==> config.mk <==
export PLATFORM = sky130hd
export DESIGN_NAME = imem_loader
export DESIGN_NICKNAME = d
export VERILOG_FILES = /design/src/rtl/imem_loader_pkg.sv /design/src/rtl/imem_loader_word_assembler.sv /design/src/rtl/imem_loader.sv
export SDC_FILE = /design/constraint.sdc
export NUM_CORES = 1
export LEC_CHECK = 0
export ABC_AREA = 1
export CAP_MARGIN = 20
export CORE_UTILIZATION = 48
export CTS_BUF_LIST = sky130_fd_sc_hd__clkbuf_2 sky130_fd_sc_hd__clkbuf_4 sky130_fd_sc_hd__clkbuf_8
export DETAILED_ROUTE_END_ITERATION = 12
export PLACE_DENSITY = 0.73
export SYNTH_ARGS = -nofsm -noshare
export SYNTH_HDL_FRONTEND = slang
export SYNTH_SLANG_ARGS = --single-unit
==> constraint.sdc <==
create_clock -name clk -period 2 [get_ports clk]
set_input_delay 0.3 -clock clk [delete_from_list [all_inputs] [get_ports clk]]
set_output_delay 0.3 -clock clk [all_outputs]
set_load 0.01 [all_outputs]
==> src/rtl/imem_loader_pkg.sv <==
// Shared constants for the instruction-memory loader: FSM state encodings,
// error codes and word-assembly geometry.
package imem_loader_pkg;

    // FSM state encodings
    localparam logic [2:0] IDLE   = 3'd0;
    localparam logic [2:0] LEN_LO = 3'd1;
    localparam logic [2:0] LEN_HI = 3'd2;
    localparam logic [2:0] DATA   = 3'd3;
    localparam logic [2:0] CSUM   = 3'd4;
    localparam logic [2:0] DONE   = 3'd5;
    localparam logic [2:0] ERR    = 3'd6;

    // err_code values
    localparam logic [1:0] ERR_NONE = 2'd0;
    localparam logic [1:0] ERR_LEN  = 2'd1;
    localparam logic [1:0] ERR_CSUM = 2'd2;

    // Bytes per instruction word
    localparam int LANES = 4;

    // Width of the image-length field in the stream header
    localparam int LEN_W = 16;

    // States in which the loader takes bytes from the host link
    function automatic logic accepts_bytes(input logic [2:0] s);
        return (s == LEN_LO) || (s == LEN_HI) || (s == DATA) || (s == CSUM);
    endfunction

    // States from which a start pulse launches a new load
    function automatic logic can_start(input logic [2:0] s);
        return (s == IDLE) || (s == DONE) || (s == ERR);
    endfunction

endpackage

==> src/rtl/imem_loader_word_assembler.sv <==
// Collects four stream bytes, least-significant first, into a 32-bit word.
// The fourth byte is not stored: it is combined straight into word_o so the
// word is available in the same cycle word_complete_o fires.
module word_assembler
    import imem_loader_pkg::*;
(
    input  logic        clk,
    input  logic        reset,
    input  logic        clear_i,
    input  logic        shift_en_i,
    input  logic [7:0]  byte_i,
    output logic [31:0] word_o,
    output logic        word_complete_o
);

    logic [1:0]  lane_q, lane_d;
    logic [23:0] shreg_q, shreg_d;

    // Next-state for the lane counter and the three-byte shift register
    always_comb begin
        // NOTE: every always_comb output gets a default first so no path
        // leaves it unassigned and infers a latch.
        lane_d  = lane_q;
        shreg_d = shreg_q;
        if (shift_en_i) begin
            lane_d  = lane_q + 2'd1;
            shreg_d = {byte_i, shreg_q[23:8]};
        end
    end

    // Assembled word and completion pulse on the last byte lane
    always_comb begin
        word_o          = {byte_i, shreg_q};
        word_complete_o = shift_en_i && (lane_q == 2'(LANES - 1));
    end

    // Lane/shift state, cleared by reset or by the start of a new load
    always_ff @(posedge clk) begin
        // NOTE: state registers take non-blocking assignments so every
        // flop samples its inputs from before the edge.
        if (reset || clear_i) begin
            lane_q  <= '0;
            shreg_q <= '0;
        end else begin
            lane_q  <= lane_d;
            shreg_q <= shreg_d;
        end
    end

endmodule

==> src/rtl/imem_loader.sv <==
// Instruction-memory loader: receives a length-prefixed, XOR-checksummed
// byte image, writes it word by word into instruction memory and keeps the
// core in reset until a complete image with a good checksum has landed.
module imem_loader
    import imem_loader_pkg::*;
#(
    parameter int ADDR_W      = 32,
    parameter int DEPTH_WORDS = 256
) (
    input  logic              clk,
    input  logic              reset,
    input  logic              start,
    input  logic              byte_valid,
    input  logic [7:0]        byte_data,
    output logic              byte_ready,
    output logic              wr_en,
    output logic [ADDR_W-1:0] wr_addr,
    output logic [31:0]       wr_data,
    output logic              core_reset,
    output logic              busy,
    output logic              done,
    output logic              error,
    output logic [1:0]        err_code
);

    // Index must be able to count up to DEPTH_WORDS itself
    localparam int              IDX_W     = $clog2(DEPTH_WORDS + 1);
    localparam logic [LEN_W-1:0] DEPTH_LEN = LEN_W'(DEPTH_WORDS);

    logic [2:0]        state_q, state_d;
    logic [7:0]        len_lo_q, len_lo_d;
    logic [LEN_W-1:0]  len_q, len_d;
    logic [IDX_W-1:0]  index_q, index_d;
    logic [7:0]        csum_q, csum_d;
    logic              wr_en_q, wr_en_d;
    logic [ADDR_W-1:0] wr_addr_q, wr_addr_d;
    logic [31:0]       wr_data_q, wr_data_d;
    logic              core_reset_q, core_reset_d;
    logic              busy_q, busy_d;
    logic              done_q, done_d;
    logic              error_q, error_d;
    logic [1:0]        err_code_q, err_code_d;

    logic              accept;
    logic              start_go;
    logic [LEN_W-1:0]  len_rx;
    logic [31:0]       asm_word;
    logic              asm_complete;

    // Handshake and start qualification
    always_comb begin
        byte_ready = accepts_bytes(state_q);
        accept     = byte_valid && byte_ready;
        start_go   = start && can_start(state_q);
        len_rx     = {byte_data, len_lo_q};
    end

    word_assembler u_word_assembler (
        .clk             (clk),
        .reset           (reset),
        .clear_i         (start_go),
        .shift_en_i      (accept && (state_q == DATA)),
        .byte_i          (byte_data),
        .word_o          (asm_word),
        .word_complete_o (asm_complete)
    );

    // Load FSM, running checksum, word index and write-port next state
    always_comb begin
        state_d      = state_q;
        len_lo_d     = len_lo_q;
        len_d        = len_q;
        index_d      = index_q;
        csum_d       = csum_q;
        wr_en_d      = 1'b0;
        wr_addr_d    = wr_addr_q;
        wr_data_d    = wr_data_q;
        core_reset_d = core_reset_q;
        busy_d       = busy_q;
        done_d       = done_q;
        error_d      = error_q;
        err_code_d   = err_code_q;

        case (state_q)
            IDLE, DONE, ERR: begin
                if (start_go) begin
                    state_d      = LEN_LO;
                    done_d       = 1'b0;
                    error_d      = 1'b0;
                    err_code_d   = ERR_NONE;
                    index_d      = '0;
                    csum_d       = '0;
                    busy_d       = 1'b1;
                    core_reset_d = 1'b1;
                end
            end
            LEN_LO: begin
                if (accept) begin
                    len_lo_d = byte_data;
                    state_d  = LEN_HI;
                end
            end
            LEN_HI: begin
                if (accept) begin
                    len_d = len_rx;
                    if (len_rx > DEPTH_LEN) begin
                        state_d    = ERR;
                        error_d    = 1'b1;
                        err_code_d = ERR_LEN;
                        busy_d     = 1'b0;
                    end else if (len_rx == '0) begin
                        state_d = CSUM;
                    end else begin
                        state_d = DATA;
                    end
                end
            end
            DATA: begin
                if (accept) begin
                    csum_d = csum_q ^ byte_data;
                    if (asm_complete) begin
                        wr_en_d   = 1'b1;
                        wr_data_d = asm_word;
                        wr_addr_d = ADDR_W'({index_q, 2'b00});
                        index_d   = index_q + IDX_W'(1);
                        if (LEN_W'(index_q) + LEN_W'(1) == len_q) begin
                            state_d = CSUM;
                        end
                    end
                end
            end
            CSUM: begin
                if (accept) begin
                    busy_d = 1'b0;
                    if (byte_data == csum_q) begin
                        state_d      = DONE;
                        done_d       = 1'b1;
                        core_reset_d = 1'b0;
                    end else begin
                        state_d    = ERR;
                        error_d    = 1'b1;
                        err_code_d = ERR_CSUM;
                    end
                end
            end
            default: begin
                state_d = IDLE;
            end
        endcase
    end

    // State registers with synchronous reset; reset also cancels a pending write
    always_ff @(posedge clk) begin
        if (reset) begin
            state_q      <= IDLE;
            len_lo_q     <= '0;
            len_q        <= '0;
            index_q      <= '0;
            csum_q       <= '0;
            wr_en_q      <= 1'b0;
            wr_addr_q    <= '0;
            wr_data_q    <= '0;
            core_reset_q <= 1'b1;
            busy_q       <= 1'b0;
            done_q       <= 1'b0;
            error_q      <= 1'b0;
            err_code_q   <= ERR_NONE;
        end else begin
            state_q      <= state_d;
            len_lo_q     <= len_lo_d;
            len_q        <= len_d;
            index_q      <= index_d;
            csum_q       <= csum_d;
            wr_en_q      <= wr_en_d;
            wr_addr_q    <= wr_addr_d;
            wr_data_q    <= wr_data_d;
            core_reset_q <= core_reset_d;
            busy_q       <= busy_d;
            done_q       <= done_d;
            error_q      <= error_d;
            err_code_q   <= err_code_d;
        end
    end

    assign wr_en      = wr_en_q;
    assign wr_addr    = wr_addr_q;
    assign wr_data    = wr_data_q;
    assign core_reset = core_reset_q;
    assign busy       = busy_q;
    assign done       = done_q;
    assign error      = error_q;
    assign err_code   = err_code_q;

endmodule
Figure 1. Placed standard cells (run 1).
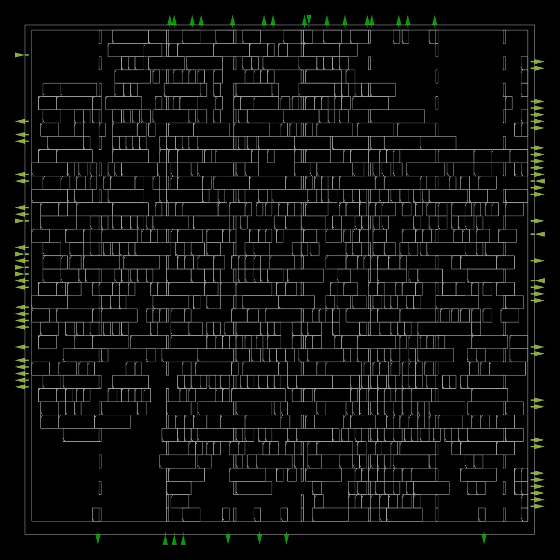
Final Core Density: 61.6%
sequential share of cell area: 37.6%
core area: 0.0102 mm^2
Filler cells: 927
Final Non-Filler Cells: 928

Figure 2. The metal 3 layer (run 1).
Bar = 20 um.
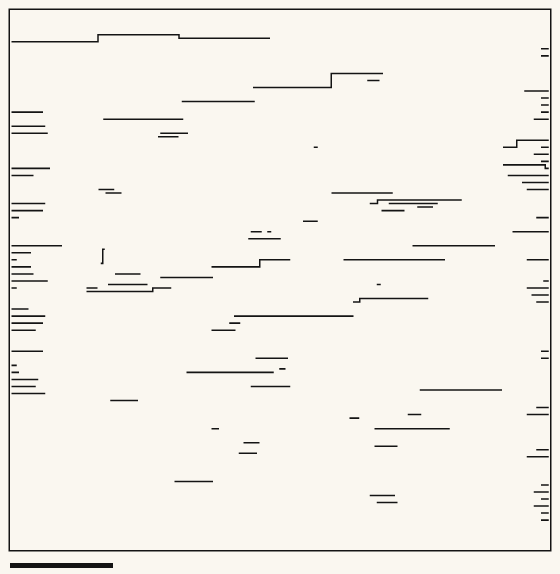
main direction: horizontal
share of all routed wire: 5.3%

==> results.sh, run 1 <==
# source this file to load flow results
export IMPL_clk_pin_slew_ns=0.07
export IMPL_clk_latency_ns=0.44
export IMPL_antenna_found_initial=0
export IMPL_top_layer="met4"
export IMPL_max_freq_mhz=548
export IMPL_firstDrtPassIters=5
export IMPL_holdPathStages=2
export IMPL_cp_max_fo=6
export IMPL_seqPwrFrac_pct=41.1
export IMPL_seq_cell_count=118
export IMPL_irDropWorstVdd_mv=0.468
export IMPL_pg_comb_mw=1.55
export IMPL_met1_usage_pct=28.3
export IMPL_reg2reg_slack_ns=0.17
export IMPL_ys_top_cells_by_count="142 x nand2_1, 123 x nor2_1, 118 x dfxtp_1"
export IMPL_layout_drive_gt1_share_pct=11.5
export IMPL_critPathMaxStageDelay_ns=0.38
export IMPL_startpoint="index_q[1]"
export IMPL_synthXorXnorAreaFrac_pct=1.74
export IMPL_final_cell_mix="141 x nand2_1, 122 x nor2_1, 113 x dfxtp_1"
export IMPL_crit_family="simple AND/OR/NAND/NOR gates"
export IMPL_clk_share_pct=6.93
export IMPL_postSynth_asyncResetShare_pct=0
export IMPL_logic_area_mm2=0.00228
export IMPL_largestClassByArea="flip-flops and latches"
export IMPL_top_logic_kind="simple AND/OR/NAND/NOR gates"
export IMPL_path_cells="ha_1, nand2_1, nor2_4, nand3_1, nand3_1, nand2_1, inv_1, nand2_1, nor2_2, nand2_2, a21oi_1, nor2_1"
export IMPL_syn_area_mm2=0.00503
export IMPL_first_global_vias=4381
export IMPL_p_switching_mw=2.13
export IMPL_simple_gate_share_pct=25.3
export IMPL_cp_num_buf_inv=1
export IMPL_io_pins=84
export IMPL_cts_hold_repair_buffers=0
export IMPL_met3_usage_pct=5.70
export IMPL_hold_viol_final=0
export IMPL_reg2reg_depth=12
export IMPL_comb_power_share_pct=23.5
export IMPL_rsz0062_at_grt="yes"
export IMPL_hp_class="flop to flop"
export IMPL_synth_compound_area_share_pct=15.9
export IMPL_cts_root_buf="clkbuf_8"
export IMPL_logic_gates=503
export IMPL_worstSetupPathType="flop to flop"
export IMPL_startpoint_type="flop"
export IMPL_synth_cell_types=30
export IMPL_cpMostUsedCell="nand2_1"
export IMPL_hold_end="error"
export IMPL_synth_ff_latch_count=118
export IMPL_synth_most_common_cell="nand2_1"
export IMPL_cts_htree_levels=4
export IMPL_tap_cells=136
export IMPL_area_growth_synth_to_final_pct=25.2
export IMPL_r2r_start="index_q[1]"
export IMPL_crit_path_end="state_q[0]"
export IMPL_busiest_layer="met2"
export IMPL_flop_cell="dfxtp_1"
export IMPL_n_all_inverters=49
export IMPL_p_total_mw=6.61
export IMPL_drt_iter0_drc=176
export IMPL_endpoint_kind="flop"
export IMPL_cp_depth=12
export IMPL_nClkBuffers=21
export IMPL_comb_share_pct=36.3
export IMPL_dr_wl_met2_um=5660
export IMPL_die_y_um=104
export IMPL_buf_share_pct=13.5
export IMPL_yosysWarnings=0
export IMPL_fin_nets=793
export IMPL_clk_power_mw=2.34
export IMPL_mux_share_pct=0
export IMPL_worst_slew_pin_slew_ns=0.518
export IMPL_crit_slowest_cell="dfxtp_2"
export IMPL_drv_cap=0
export IMPL_p_clk_share_pct=35.4
export IMPL_slew_headroom_pct=65.4
export IMPL_p_per_area_mw_per_mm2=1050
export IMPL_pre_cts_slack_ns=-0.0846
export IMPL_viasPerCell=5.01
export IMPL_p_int_mw=4.48
export IMPL_clock_sinks=118
export IMPL_post_route_period_util_pct=91.3
export IMPL_finClkSkew_ns=0.0112
export IMPL_run_status="complete, no violations"
export IMPL_leakagePower_nw=2.65
Figure 3. Port wiring (run 1).
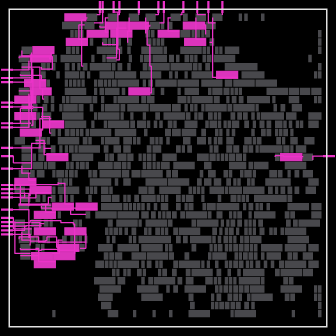
[magenta] `wr_data` | direction: output | edge: 20 left, 11 top, 1 right | end cells: 32 | buffers: 32 | wire: 845 um

Figure 4. Logic cells by family (run 1).
Bar = 20 um.
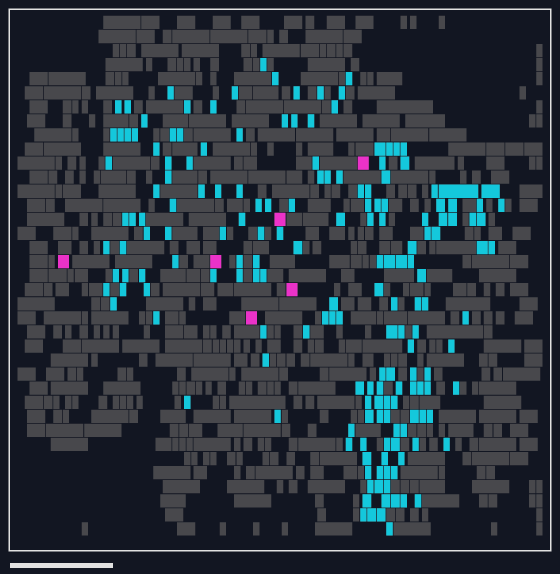
[magenta] and/or cells | cells: 6 | where: centre
[cyan] nand cells | cells: 175

--- run 2 (diff from run 1) ---
--- a/config.mk
+++ b/config.mk
@@ -7,10 +7,9 @@
 export LEC_CHECK = 0
 export ABC_AREA = 1
 export CAP_MARGIN = 20
-export CORE_UTILIZATION = 48
+export CORE_UTILIZATION = 35
 export CTS_BUF_LIST = sky130_fd_sc_hd__clkbuf_2 sky130_fd_sc_hd__clkbuf_4 sky130_fd_sc_hd__clkbuf_8
 export DETAILED_ROUTE_END_ITERATION = 12
-export PLACE_DENSITY = 0.73
 export SYNTH_ARGS = -nofsm -noshare
 export SYNTH_HDL_FRONTEND = slang
 export SYNTH_SLANG_ARGS = --single-unit
==> run 2 against run 1 <==
Flip-flop count unchanged. Fmax increased by 2.3%. Clock-buffer cell count decreased by 1. Critical path type is now flop to primary output. Setup slack improved by 0.040 ns. Die size increased by 36%. Global-route usage decreased by 5.3 points. Synthesized cell count unchanged. Combinational power about the same. Non-clock buffer count increased by 1. Core utilization decreased by 17 points. Final cell count increased by 4.8%. Clock power decreased by 15%.
==> results.sh, run 2 <==
# source this file to load flow results
export IMPL_p_switching_mw=2.18
export IMPL_hold_viol_final=0
export IMPL_busiest_layer="met2"
export IMPL_path_cells="inv_2, o21ai_1, nand2_1, dlygate4sd2_1"
export IMPL_cp_depth=4
export IMPL_met1_usage_pct=23.0
export IMPL_dr_wl_met2_um=5340
export IMPL_startpoint="state_q[2]"
export IMPL_comb_power_share_pct=24.6
export IMPL_logic_area_mm2=0.00228
export IMPL_logic_gates=503
export IMPL_fin_nets=794
export IMPL_critPathMaxStageDelay_ns=0.42
export IMPL_flop_cell="dfxtp_1"
export IMPL_layout_drive_gt1_share_pct=11.2
export IMPL_ys_top_cells_by_count="142 x nand2_1, 123 x nor2_1, 118 x dfxtp_1"
export IMPL_pg_comb_mw=1.53
export IMPL_yosysWarnings=0
export IMPL_cts_root_buf="clkbuf_8"
export IMPL_top_layer="met5"
export IMPL_endpoint_kind="primary output"
export IMPL_synthXorXnorAreaFrac_pct=1.74
export IMPL_clk_power_mw=1.98
export IMPL_reg2reg_slack_ns=0.23
export IMPL_p_clk_share_pct=31.8
export IMPL_drt_iter0_drc=352
export IMPL_nClkBuffers=20
export IMPL_clk_pin_slew_ns=0.07
export IMPL_reg2reg_depth=12
export IMPL_crit_family="flip-flops"
export IMPL_final_cell_mix="141 x nand2_1, 122 x nor2_1, 116 x dfxtp_1"
export IMPL_first_global_vias=4306
export IMPL_synth_most_common_cell="nand2_1"
export IMPL_synth_compound_area_share_pct=15.9
export IMPL_met3_usage_pct=6.60
export IMPL_max_freq_mhz=560
export IMPL_run_status="complete, no violations"
export IMPL_seqPwrFrac_pct=43.6
Figure 5. The metal 3 layer (run 2).
Bar = 20 um.
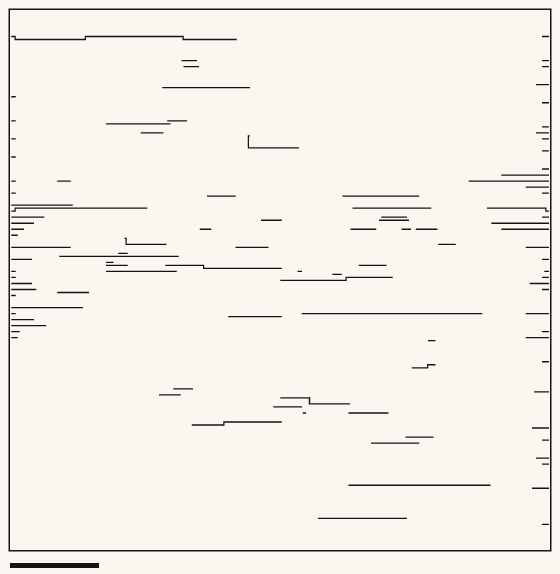
share of all routed wire: 6.3%
wire length on this layer: 774 um
nets with wire on the layer: 90
main direction: horizontal

Figure 6. Placed standard cells (run 2).
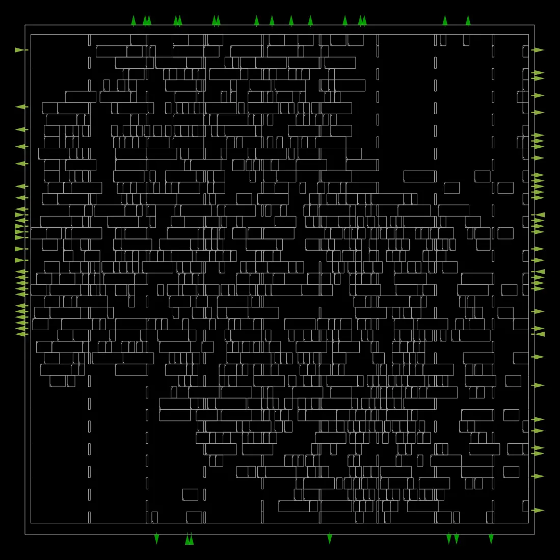
tapcell count: 180
sequential share of cell area: 37.7%
Final Core Density: 45.0%
flip-flops: 118

Figure 7. Port wiring (run 2).
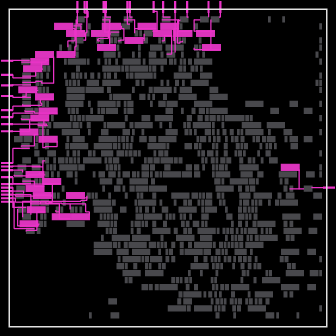
[magenta] `wr_data` | direction: output | edge: 18 left, 13 top, 1 right | end cells: 32 | buffers: 32 | wire: 795 um

--- run 3 (diff from run 2) ---
--- a/config.mk
+++ b/config.mk
@@ -10,6 +10,8 @@
 export CORE_UTILIZATION = 35
 export CTS_BUF_LIST = sky130_fd_sc_hd__clkbuf_2 sky130_fd_sc_hd__clkbuf_4 sky130_fd_sc_hd__clkbuf_8
 export DETAILED_ROUTE_END_ITERATION = 12
+export GPL_TIMING_DRIVEN = 0
 export SYNTH_ARGS = -nofsm -noshare
 export SYNTH_HDL_FRONTEND = slang
+export SYNTH_HIERARCHICAL = 1
 export SYNTH_SLANG_ARGS = --single-unit
==> run 3 against run 2 <==
The flow now finishes with violations (design-rule violations). Synthesized cell count is 9.2% higher. Fmax is 4.2% lower. Sequential power hardly changed. Largest power group unchanged.
==> results.sh, run 3 <==
# source this file to load flow results
export IMPL_top_layer="met4"
export IMPL_busiest_layer="met2"
export IMPL_yosysWarnings=6
export IMPL_cts_root_buf="clkbuf_8"
export IMPL_fin_nets=879
export IMPL_seqPwrFrac_pct=43.8
export IMPL_tap_cells=184
export IMPL_cts_htree_levels=4
export IMPL_drt_wirelength_per_cell_um=12.3
export IMPL_startpoint_type="input pin"
export IMPL_crit_slowest_cell="clkdlybuf4s50_1"
export IMPL_irDropWorstVdd_mv=0.395
export IMPL_dieArea_mm2=0.0157
export IMPL_met3_usage_pct=4.41
export IMPL_area_growth_synth_to_final_pct=25.7
export IMPL_logic_gates=535
export IMPL_synth_compound_area_share_pct=11.2
export IMPL_crit_family="buffers and inverters"
export IMPL_drt_iter0_drc=279
export IMPL_layout_drive_gt1_share_pct=13.1
export IMPL_ys_top_cells_by_count="182 x nor2_1, 144 x nand2_1, 118 x dfxtp_1"
export IMPL_met1_usage_pct=22.9
export IMPL_synth_most_common_cell="nor2_1"
export IMPL_reg2reg_slack_ns=0.14
export IMPL_core_area_mm2=0.0147
export IMPL_cts_hold_repair_buffers=0
export IMPL_reg2reg_depth=10
export IMPL_dr_wl_met2_um=5910
export IMPL_finClkSkew_ns=0.0121
export IMPL_drc=4
export IMPL_top_cells_by_area="dfxtp_1 44%, nor2_1 13%, nand2_1 10%, o21ai_0 6.4%, buf_4 5.3%"
export IMPL_ant_nets=0
export IMPL_nClkBuffers=23
export IMPL_critPathRequiredTime_ns=2.32
export IMPL_simple_gate_share_pct=30.2
export IMPL_clk_power_mw=2.02
export IMPL_pg_comb_mw=1.44
export IMPL_p_switching_mw=1.97
export IMPL_die_y_um=125
export IMPL_cp_depth=11
export IMPL_mux_share_pct=0
export IMPL_clk_pin_slew_ns=0.07
export IMPL_seq_cell_count=118
export IMPL_fp_row_count=44
export IMPL_io_pins=84
export IMPL_r2r_end="state_q[2]"
export IMPL_hold_viol_final=0
export IMPL_p_int_mw=4.19
export IMPL_critPathMaxStageDelay_ns=0.59
export IMPL_path_cells="clkdlybuf4s50_1, inv_2, nor2_4, buf_8, nand2_1, inv_2, a21oi_1, nor4b_2, nand2_2, nor2_1, nor2_1"
export IMPL_violations="design-rule violations"
export IMPL_viasPerCell=4.51
export IMPL_cts_buffers=17
export IMPL_largestClassByArea="combinational gates"
export IMPL_p_clk_share_pct=32.8
export IMPL_gr_usage_met2_pct=28.4
export IMPL_cts_resized_gates=12
export IMPL_grt_total_usage_pct=17.6
export IMPL_leakagePower_nw=2.75
export IMPL_slew_headroom_pct=51.5
export IMPL_dp_cells=1029
export IMPL_flop_cell="dfxtp_1"
export IMPL_synth_seq_share_pct=44.3
export IMPL_final_cell_mix="182 x nor2_1, 143 x nand2_1, 112 x dfxtp_1"
export IMPL_gr_total_overflow=0
export IMPL_synthXorXnorAreaFrac_pct=1.31
export IMPL_seq_area_share_pct=35.4
export IMPL_grt_pass1_wl_um=21900
export IMPL_startpoint="byte_valid"
export IMPL_post_route_period_util_pct=93.2
export IMPL_comb_power_share_pct=23.4
export IMPL_setup_viol_count_final=0
export IMPL_antenna_found_initial=0
export IMPL_first_global_vias=4528
export IMPL_synth_area_per_cell_um2=6.99
export IMPL_tool_warnings=27
export IMPL_run_status="finished with violations"
export IMPL_hold_ws_ns=0.448
export IMPL_vias=4789
export IMPL_logic_area_mm2=0.00243
export IMPL_max_freq_mhz=536
export IMPL_final_core_util_pct=45.6
export IMPL_endpoint_kind="flop"
export IMPL_synth_edff_count=0
Figure 8. The metal 3 layer (run 3).
Bar = 50 um.
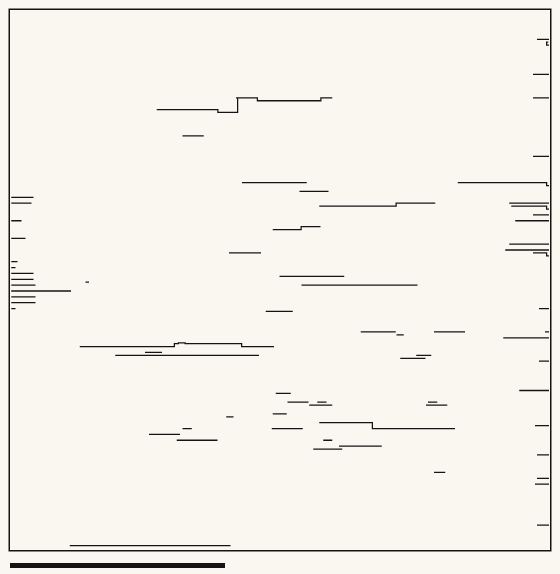
wire length on this layer: 592 um
longest straight run: 37.0 um

Figure 9. Logic cells by family (run 3).
Bar = 50 um.
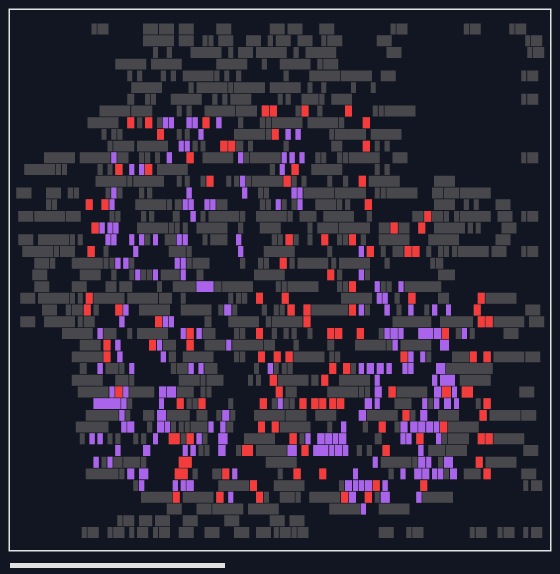
[purple] nand cells | cells: 191
[red] aoi and oai cells | cells: 116 | where: widely spread

Figure 10. Port wiring (run 3).
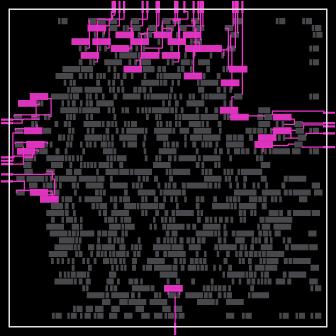
[magenta] `wr_data` | direction: output | edge: 19 top, 7 left, 5 right, 1 bottom | end cells: 32 | buffers: 32 | wire: 748 um

No activity file was given, so power comes from the tool's default toggle rates.
